--- src/rtl/adder.sv ---
// Registered unsigned adder for the shift-and-add multiplier datapath.
// The ripple-carry sum of two WIDTH-bit operands is captured one clock after a qualified request.
module adder #(
    parameter int WIDTH = 4
) (
    input  logic             Clock,
    input  logic             Reset,
    input  logic             Habilita,
    input  logic [WIDTH-1:0] OperandoA,
    input  logic [WIDTH-1:0] OperandoB,
    output logic [WIDTH:0]   Soma,
    output logic             Valido
);

    logic [WIDTH:0] rippleSum;
    logic           carry;

    // Ripple chain of full-adder cells; the carry walks LSB to MSB and ends up as the top sum bit.
    always_comb begin
        rippleSum = '0;
        carry     = 1'b0;
        for (int i = 0; i < WIDTH; i++) begin
            rippleSum[i] = OperandoA[i] ^ OperandoB[i] ^ carry;
            carry        = (OperandoA[i] & OperandoB[i]) |
                           (OperandoA[i] & carry) |
                           (OperandoB[i] & carry);
        end
        rippleSum[WIDTH] = carry;
    end

    // Soma holds between requests; Valido marks the single cycle after each accepted request.
    always_ff @(posedge Clock or posedge Reset) begin
        if (Reset) begin
            Soma   <= '0;
            Valido <= 1'b0;
        end else begin
            Valido <= Habilita;
            if (Habilita) begin
                Soma <= rippleSum;
            end
        end
    end

endmodule

--- config.mk ---
export PLATFORM = sky130hd
export DESIGN_NAME = adder
export DESIGN_NICKNAME = d
export VERILOG_FILES = /design/src/rtl/adder.sv
export SDC_FILE = /design/constraint.sdc
export NUM_CORES = 1
export LEC_CHECK = 0
export CAP_MARGIN = 30
export CORE_AREA = 2 2 39 41
export DETAILED_ROUTE_END_ITERATION = 16
export DIE_AREA = 0 0 41 43
export GPL_ROUTABILITY_DRIVEN = 0
export MAX_ROUTING_LAYER = met4
export PLACE_DENSITY = 0.65
export SETUP_SLACK_MARGIN = 0.4
export SLEW_MARGIN = 20
export SYNTH_ARGS = -nofsm -noshare
export SYNTH_HDL_FRONTEND = slang
export SYNTH_SLANG_ARGS = --single-unit
--- constraint.sdc ---
create_clock -name Clock -period 0.81 [get_ports Clock]
set_input_delay 0.162 -clock Clock [delete_from_list [all_inputs] [get_ports Clock]]
set_output_delay 0.162 -clock Clock [all_outputs]
set_load 0.1 [all_outputs]
==> impl_metrics.tcl, run 1 <==
# yosys + openroad results
set metrics [dict create \
    status "finished, violations left" \
    violations "negative setup slack" \
    hp-class "in -> async" \
    synth-async-reset-ratio_pct 100.0 \
    chipHeight_um 43 \
    ys_cells 22 \
    final_cell_mix "6 x buf_12, 5 x dfrtp_4, 5 x clkdlybuf4s50_1" \
    antenna_found_initial 0 \
    yosys-top-cells-count "6 x dfrtp_1, 5 x inv_1, 3 x fa_1, 3 x mux2_4" \
    path_cells "buf_6, ha_4, fa_2, fa_2, inv_2, fa_1, a21oi_2" \
    slew_violations 0 \
    warnings 29 \
    wl_met1_um 300 \
    rr_startpoint "Soma[2]" \
    num_antenna_cells 0 \
    clockBufferDepth 2 \
    setup_violations 11 \
    postLayoutCellArea_um2 614.3 \
    power_frac_comb_pct 50.7 \
    grt.overflow.total 0 \
    critPathCapture "Soma[3]" \
    final.setup.worst_slack_ns -0.7307 \
]
### Cell density map, run 1

Bar = 10 um. 8 x 9 tiles, from white (low) to dark blue (high), 0 to 100% covered.
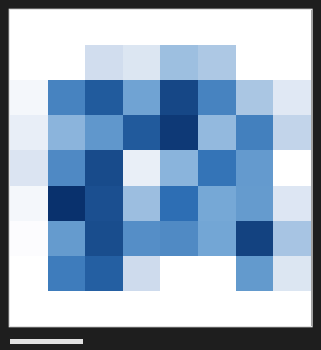
emptiest ninth of the die	north-east
densest ninth of the die	centre
tiles over 75% full	14%
fullest tile	100%
fp util: 22.88%
Core ar.: 1384 um^2
post-layout util: 44.39%

### Nets reached from selected ports, run 1

Bar = 10 um.
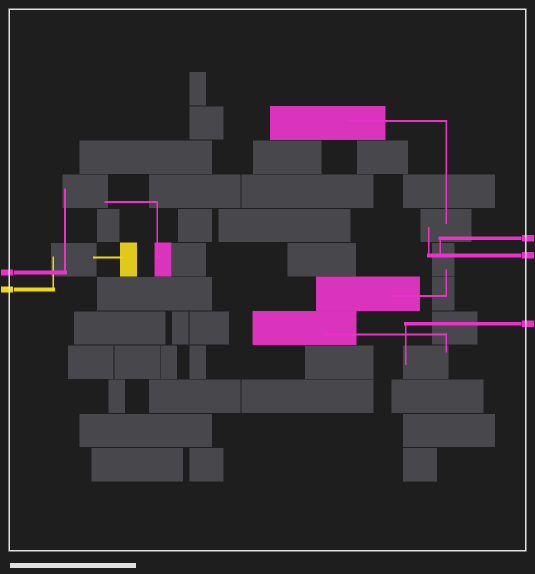
colour	port	bits	direction	end cells	buffers	wire
magenta	`OperandoB`	4	input	4	4	81.7 um
yellow	`Reset`	1	input	1	1	7.80 um

### Routed metal, one colour a layer, run 1

Only two layers are drawn.
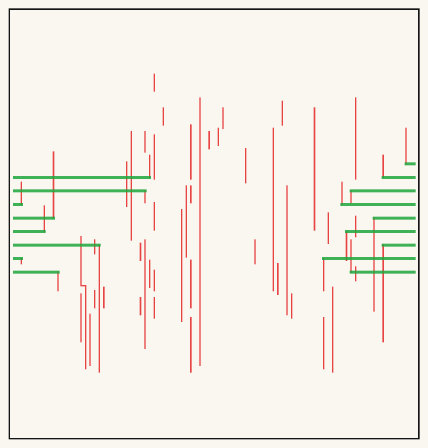
colour	layer	wire length
green	met3	94.7 um
red	met2	296 um

### M1 wires, run 1

Supply wires on this layer in grey.
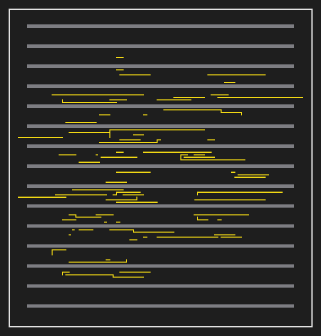
main direction	horizontal
nets with wire on the layer	41
share of all routed wire	43%
wire length on this layer	300 um
longest straight run	12.9 um

## Run 2: what changed since run 1
- CTS_CLUSTER_DIAMETER: not set -> 120
### M1 wires, run 2

Supply wires on this layer in grey.
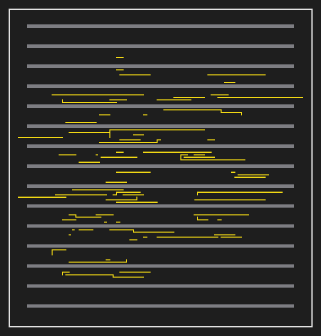
wire length on this layer	300 um
longest straight run	12.9 um
main direction	horizontal
share of all routed wire	43%
nets with wire on the layer	41

### Nets reached from selected ports, run 2

Bar = 10 um.
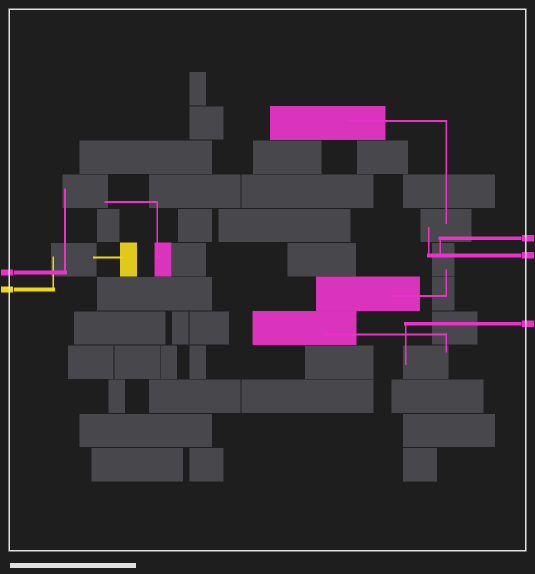
colour	port	bits	direction	end cells	buffers	wire
magenta	`OperandoB`	4	input	4	4	81.7 um
yellow	`Reset`	1	input	1	1	7.80 um
IO Pins: 17
number of buffers added on ports: 16

==> run 2 against run 1 <==
The flow still finishes with violations (negative setup slack). Setup slack unchanged. Synthesized cell count unchanged. Hold slack is the same. Global-route usage is the same. Combinational power about the same. Sequential cell count is the same. Via count is the same.
==> impl_metrics.tcl, run 2 <==
# yosys + openroad results
set metrics [dict create \
    status "finished, violations left" \
    violations "negative setup slack" \
    final_core_util_pct 44.39 \
    ys_types 9 \
    grt_pass1_wl_um 1048 \
    chipHeight_um 43 \
    clock_sinks 6 \
    powerClk_uw 308 \
    hp-class "in -> async" \
    finalNetCount 59 \
    setup_violations 11 \
    grt.overflow.total 0 \
    postLayoutCellArea_um2 614.3 \
    ys_cells 22 \
    synth_warnings 0 \
    edf_count 0 \
    cp.depth 7 \
    ir_worst_vdd_v 0.0009309 \
    power.group.top "combinational cells" \
    rr_startpoint "Soma[2]" \
    gr-usage-all-layers_pct 9.365 \
    fin_crit_sh_pct 190.2 \
    powerDensity_nw_per_um2 2425 \
    synth-async-reset-ratio_pct 100.0 \
    final_cell_mix "6 x buf_12, 5 x dfrtp_4, 5 x clkdlybuf4s50_1" \
    criticalPathCategory "in -> reg" \
    critPathCapture "Soma[3]" \
    chipArea_um2 1763 \
    core_um2 1384 \
    slew_violations 0 \
    wl_met1_um 300 \
    power_frac_comb_pct 50.7 \
    antenna_found_initial 0 \
    fp-utilization_pct 22.88 \
    warnings 29 \
    fa_ha_area_share_pct 22.92 \
    num_antenna_cells 0 \
    clockBufferDepth 2 \
    power_mw 1.490 \
    path_cells "buf_6, ha_4, fa_2, fa_2, inv_2, fa_1, a21oi_2" \
    final.setup.worst_slack_ns -0.7307 \
    yosys-top-cells-count "6 x dfrtp_1, 5 x inv_1, 3 x fa_1, 3 x mux2_4" \
]
## Run 3: what changed since run 2
- CTS_BUF_LIST: not set -> sky130_fd_sc_hd__clkbuf_4 sky130_fd_sc_hd__clkbuf_8
### Cell density map, run 3

Bar = 10 um. 8 x 9 tiles, from white (low) to dark blue (high), 0 to 100% covered.
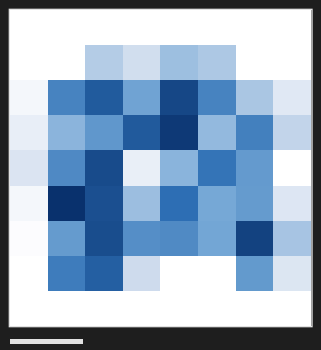
mean over tiles	34%
emptiest ninth of the die	north-east
nearly empty tiles	35%
densest ninth of the die	centre
tiles over 75% full	14%
post-layout util: 44.67%

### Routed metal, one colour a layer, run 3

Only two layers are drawn.
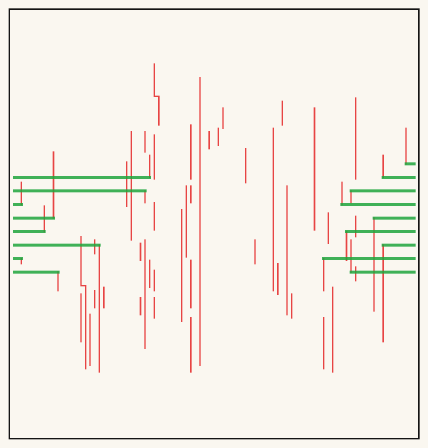
colour	layer	wire length
green	met3	94.7 um
red	met2	302 um

==> run 3 against run 2 <==
Cell count did not move. Critical endpoint unchanged. The run still ends with negative setup slack left. Highest routed layer unchanged. Largest power group unchanged. Via count fell by 0.83%. Global-route usage rose by 0.31 points.
==> impl_metrics.tcl, run 3 <==
# yosys + openroad results
set metrics [dict create \
    vias 238 \
    core_um2 1384 \
    timing.rr.end "Soma[2]" \
    fp-utilization_pct 22.88 \
    synth_warnings 0 \
    power.group.top "combinational cells" \
    rr_startpoint "Soma[2]" \
    status "finished, violations left" \
    gr-usage-all-layers_pct 9.677 \
    path_cells "buf_6, ha_4, fa_2, fa_2, inv_2, fa_1, a21oi_2" \
    comb_power_uw 756 \
    edf_count 0 \
    ys_cells 22 \
    final.setup.worst_slack_ns -0.7295 \
    critPathCapture "Soma[3]" \
    final_cell_mix "6 x buf_12, 5 x dfrtp_4, 5 x clkdlybuf4s50_1" \
    postLayoutCellArea_um2 618.1 \
    ir_worst_vdd_v 0.0009311 \
    cp.depth 7 \
    yosys-top-cells-count "6 x dfrtp_1, 5 x inv_1, 3 x fa_1, 3 x mux2_4" \
    ys_types 9 \
    fin_crit_sh_pct 190.1 \
    powerClk_uw 343 \
    warnings 29 \
    finalNetCount 59 \
    setup_violations 11 \
    grt_pass1_wl_um 1055 \
    clockBufferDepth 2 \
    pin_count 17 \
    power_mw 1.525 \
    fa_ha_area_share_pct 22.92 \
    criticalPathCategory "in -> reg" \
    synth-async-reset-ratio_pct 100.0 \
    violations "negative setup slack" \
    dp.cells 54 \
    num_antenna_cells 0 \
    wl_met1_um 299 \
    hp-class "in -> async" \
    chipArea_um2 1763 \
    grt.overflow.total 0 \
    clock_sinks 6 \
]
Power is estimated from default activity; no workload was simulated.
